File: config.mk
export PLATFORM = sky130hd
export DESIGN_NAME = ripple_adder_64_flat
export DESIGN_NICKNAME = d
export VERILOG_FILES = /design/src/rtl/ripple_adder_64_if.sv /design/src/rtl/ripple_adder_64.sv /design/src/flat_wrapper.sv
export SDC_FILE = /design/constraint.sdc
export NUM_CORES = 1
export LEC_CHECK = 0
export ABC_AREA = 1
export CORE_AREA = 2 2 102 104
export DETAILED_ROUTE_END_ITERATION = 6
export DIE_AREA = 0 0 104 106
export PLACE_DENSITY_LB_ADDON = 0.08
export SLEW_MARGIN = 20
export SYNTH_ARGS = -nofsm -noshare
export SYNTH_HDL_FRONTEND = slang
export SYNTH_SLANG_ARGS = --single-unit
export TNS_END_PERCENT = 100
File: constraint.sdc
create_clock -name clk -period 76.4 [get_ports clk]
set_input_delay 22.92 -clock clk [delete_from_list [all_inputs] [get_ports clk]]
set_output_delay 22.92 -clock clk [all_outputs]
set_load 0.02 [all_outputs]
File: src/rtl/ripple_adder_64_if.sv
// ============================================================================
// ripple_adder_64_if : operand/result bundle for ripple_adder_64 (rev 1.0)
// ============================================================================
`default_nettype none

interface ripple_adder_64_if #(
   parameter int WIDTH = 64
);
   logic [WIDTH-1:0] in1;
   logic [WIDTH-1:0] in2;
   logic             cin;
   logic [WIDTH-1:0] sum;
   logic             cout;
   logic [WIDTH-1:0] sum_q;
   logic             cout_q;

   modport master (
      output in1, in2, cin,
      input  sum, cout, sum_q, cout_q
   );

   modport slave (
      input  in1, in2, cin,
      output sum, cout, sum_q, cout_q
   );
endinterface

`default_nettype wire

File: src/rtl/ripple_adder_64.sv
// ============================================================================
// ripple_adder_64 : WIDTH-bit ripple-carry adder, combinational + registered
// rev 1.0
// ============================================================================
`default_nettype none

module ripple_adder_64 #(
   parameter int WIDTH = 64
) (
   input  wire logic           clk,
   input  wire logic           rst_n,
   ripple_adder_64_if.slave    bus_io
);

   logic [WIDTH:0]   w_carry;
   logic [WIDTH-1:0] w_sum;
   logic [WIDTH-1:0] sum_d;
   logic             cout_d;
   logic [WIDTH-1:0] sum_q;
   logic             cout_q;

   assign w_carry[0] = bus_io.cin;

   // Gate-level cells keep X/Z propagation faithful to each bit's inputs.
   generate
      for (genvar i = 0; i < WIDTH; i++) begin : g_fa
         logic w_p;
         assign w_p          = bus_io.in1[i] ^ bus_io.in2[i];
         assign w_sum[i]     = w_p ^ w_carry[i];
         assign w_carry[i+1] = (bus_io.in1[i] & bus_io.in2[i]) | (w_carry[i] & w_p);
      end
   endgenerate

   assign bus_io.sum  = w_sum;
   assign bus_io.cout = w_carry[WIDTH];

   assign sum_d  = w_sum;
   assign cout_d = w_carry[WIDTH];

   always_ff @(posedge clk or negedge rst_n) begin
      if (!rst_n) begin
         sum_q  <= '0;
         cout_q <= 1'b0;
      end else begin
         sum_q  <= sum_d;
         cout_q <= cout_d;
      end
   end

   assign bus_io.sum_q  = sum_q;
   assign bus_io.cout_q = cout_q;

endmodule

`default_nettype wire

File: src/flat_wrapper.sv
// flat-port wrapper written by rule: the top's interface ports become plain ports
module ripple_adder_64_flat 
#(
   parameter int WIDTH = 64
)
  (clk, rst_n, bus_io_in1, bus_io_in2, bus_io_cin, bus_io_sum, bus_io_cout, bus_io_sum_q, bus_io_cout_q);
  ripple_adder_64_if #(.WIDTH(WIDTH)) bus_io_i ();
  input  wire logic clk;
  input  wire logic rst_n;
  input wire logic [$bits(bus_io_i.in1)-1:0] bus_io_in1;
  input wire logic [$bits(bus_io_i.in2)-1:0] bus_io_in2;
  input wire logic [$bits(bus_io_i.cin)-1:0] bus_io_cin;
  output wire logic [$bits(bus_io_i.sum)-1:0] bus_io_sum;
  output wire logic [$bits(bus_io_i.cout)-1:0] bus_io_cout;
  output wire logic [$bits(bus_io_i.sum_q)-1:0] bus_io_sum_q;
  output wire logic [$bits(bus_io_i.cout_q)-1:0] bus_io_cout_q;
  assign bus_io_i.in1 = bus_io_in1;
  assign bus_io_i.in2 = bus_io_in2;
  assign bus_io_i.cin = bus_io_cin;
  assign bus_io_sum = bus_io_i.sum;
  assign bus_io_cout = bus_io_i.cout;
  assign bus_io_sum_q = bus_io_i.sum_q;
  assign bus_io_cout_q = bus_io_i.cout_q;
  ripple_adder_64 #(.WIDTH(WIDTH)) u_core (.clk(clk), .rst_n(rst_n), .bus_io(bus_io_i));
endmodule
**Signal wires on met1**

Supply wires on this layer in grey.
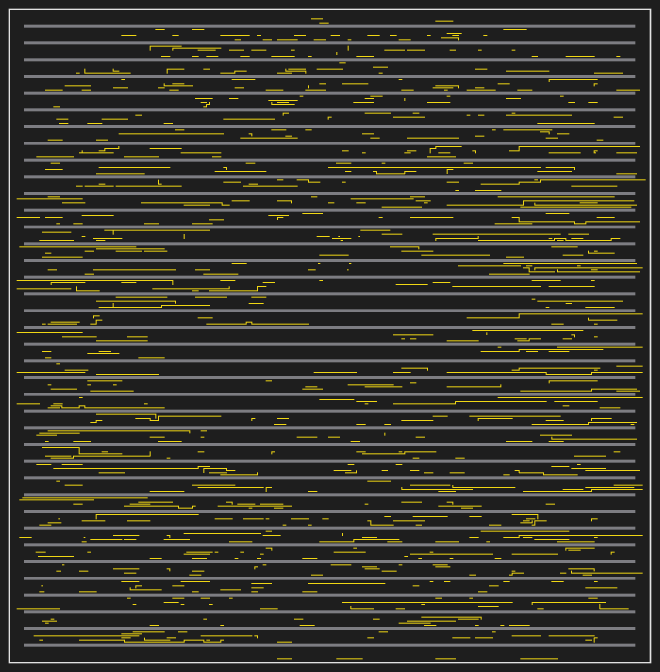
main direction: horizontal
wire length on this layer: 2,870 um
share of all routed wire: 32%

**Wiring by layer**

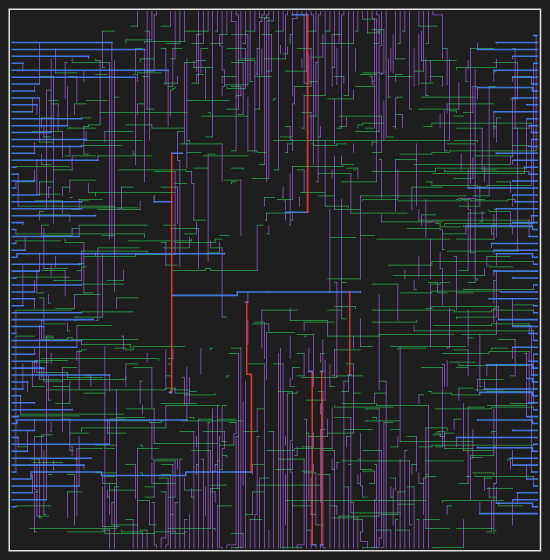
[purple] met2 | wire length: 4,780 um
[green] met1 | wire length: 2,870 um
[blue] met3 | wire length: 1,090 um
[red] met4 | wire length: 204 um
Vias: 2,224
GRT Total Usage: 0.174
final wirelength: 8.94 mm
Wirelength per Cell: 16.2 um

**Placement view**

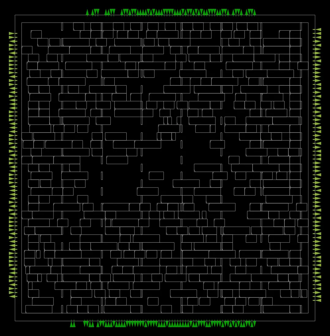
final core utilization: 0.592
well tap count: 136
Placeable Area: 0.0100 mm2
Layout Cells excl Fill: 551

==> impl_metrics.yaml <==
# synthesis and place-and-route metrics
worst_setup_path:
  max_stage_delay_ps: 610
  crit_fanout: 2
  critPathLaunchType: "primary input"
  slowest_stage: "clkdlybuf4s50_1"
cts:
  cts_buffer_depth: 2
  cts-root-buf: "clkbuf_8"
  cts_tree: "done"
  htreeDepth: 3
  cts_setup_buffers: 0
pwr:
  p_leak_uw: 0.00240
  total_power_uw: 138
floorplanning:
  die_y_um: 106
  fp_util: 0.295
placed_design:
  numPortBuffers: 260
  dpl.hpwl_mm: 7.64
final_layout:
  logic_area_mm2: 0.00128
  lay_top_count: "clkdlybuf4s50_1"
  final_cell_mix: "259 x clkdlybuf4s50_1, 65 x dfrtp_1, 64 x fa_1"
  register_area_mm2: 0.00163
global_route:
  grt_overflow: 0
  grt_pass1_wl_mm: 14.4
sta:
  max_freq_mhz: 13.9
  drv_slew: 0
  tns_ps: 0
  setup_viol: 0
  worstMarginPinSlew_ps: 844
logic_synthesis:
  syn_area_mm2: 0.00295
  adder_share: 0.435
  synthTopCellsByArea: "dfrtp_1 55%, fa_1 44%, inv_1 1.3%"
  yosys_area_mm2: 0.00295
  ys_top_logic_family: "adder cells"
  floorplan.nets: 334
  syn_inst: 139
  synth_seq_share: 0.552
status:
  status: "completed"
routing:
  vias_per_cell: 4.04
  antenna_left: 0
job:
  openroad.warnings: 26
hold_path:
  hp-class: "primary input to async pin"
**Cell classes on the final placement**

Bar = 20 um. Fill, decap, tap and diode cells in grey.
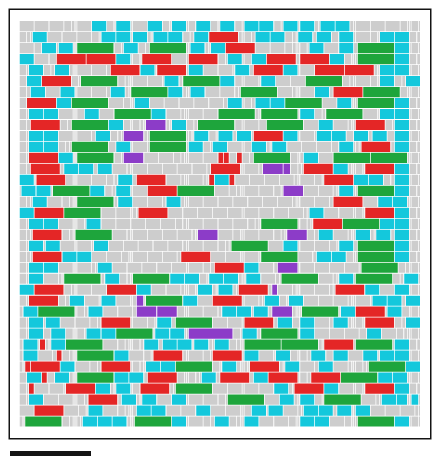
[red] all other logic | cells: 74 | share of their area: 23%
[cyan] other buffers and delay cells | cells: 261 | share of their area: 45%
[purple] clock drivers and dummy loads | cells: 15 | share of their area: 3.4%
[green] flip-flops | cells: 65 | share of their area: 28%

**Wire density map**

21 x 21 tiles, from black (low) to pale yellow (high), scaled to the fullest tile. Values are wire area over tile area, all layers added.
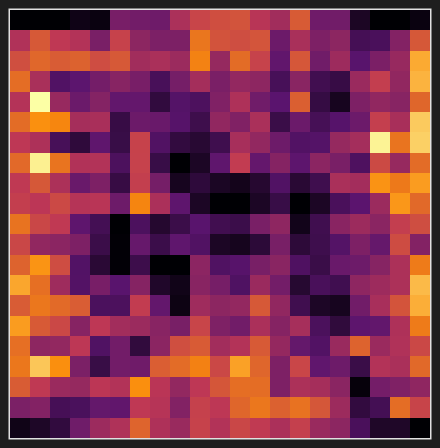
nearly empty tiles: 3.6%
densest ninth of the die: south
tiles over half the peak: 28%
emptiest ninth of the die: centre
mean over tiles: 0.14

-- cell usage after synthesis --
cell	count
inv_1	10
fa_1	64
dfrtp_1	65
-- metrics by stage --
stage,hold slack (ps),setup WS (ps),instance area [um2]
floorplan,22620,6150,2950
detailed placement,23170,4230,5720
global route,22840,3370,5920
global placement,23160,4350,5720
CTS,22810,4160,5920
finish,22770,4320,5920
-- layout make-up --
cell class / instances / area share
timing repair buffer: 261 / 0.440
sequential: 65 / 0.275
multi-input combinational: 64 / 0.217
tap: 136 / 0.0288
clock buffer: 12 / 0.0262
clock inverter: 3 / 0.00677
inverter: 10 / 0.00635
-- final timing paths --
kind / startpoint / endpoint / slack (ps) / depth (start not counted)
max: bus_io_cin / bus_io_sum[63] / 4320 / 70
min in group clk: bus_io_in1[54] / u_core.bus_io.sum_q[54] / 23280 / 2
min: rst_n / u_core.bus_io.sum_q[0] / 22770 / 2
max in group asynchronous: rst_n / u_core.bus_io.sum_q[42] / 53060 / 2
-- routing by layer --
metal,vias up,GRT usage,routed length (um)
met5,-,0,0
met4,0,0.0637,204
met3,14,0.0797,1090
met2,151,0.301,4780
met1,1092,0.187,2870
li1,967,-,-
-- report_power, final --
| part | switching [uW] | internal, uW | leakage (uW) | total (uW) |
|---|---|---|---|---|
| clock | 12.6 | 16.6 | 0.000102 | 29.2 |
| sequential | 1.66 | 41.2 | 0.000757 | 42.9 |
| combinational | 32.5 | 33.7 | 0.00154 | 66.2 |
| total | 46.8 | 91.5 | 0.00240 | 138 |
-- state kept, by name, indices dropped and copies added (netlist names) --
register and count:
u_core.bus_io.cout_q 1, u_core.bus_io.sum_q 64
-- critical path: cells and delay by family --
family / cells / cell delay (ps)
buffers and inverters: 6 / 1330
adder cells (fa/ha/maj): 64 / 24900
Power figures rest on the tool's default switching activity, not on a simulated workload.
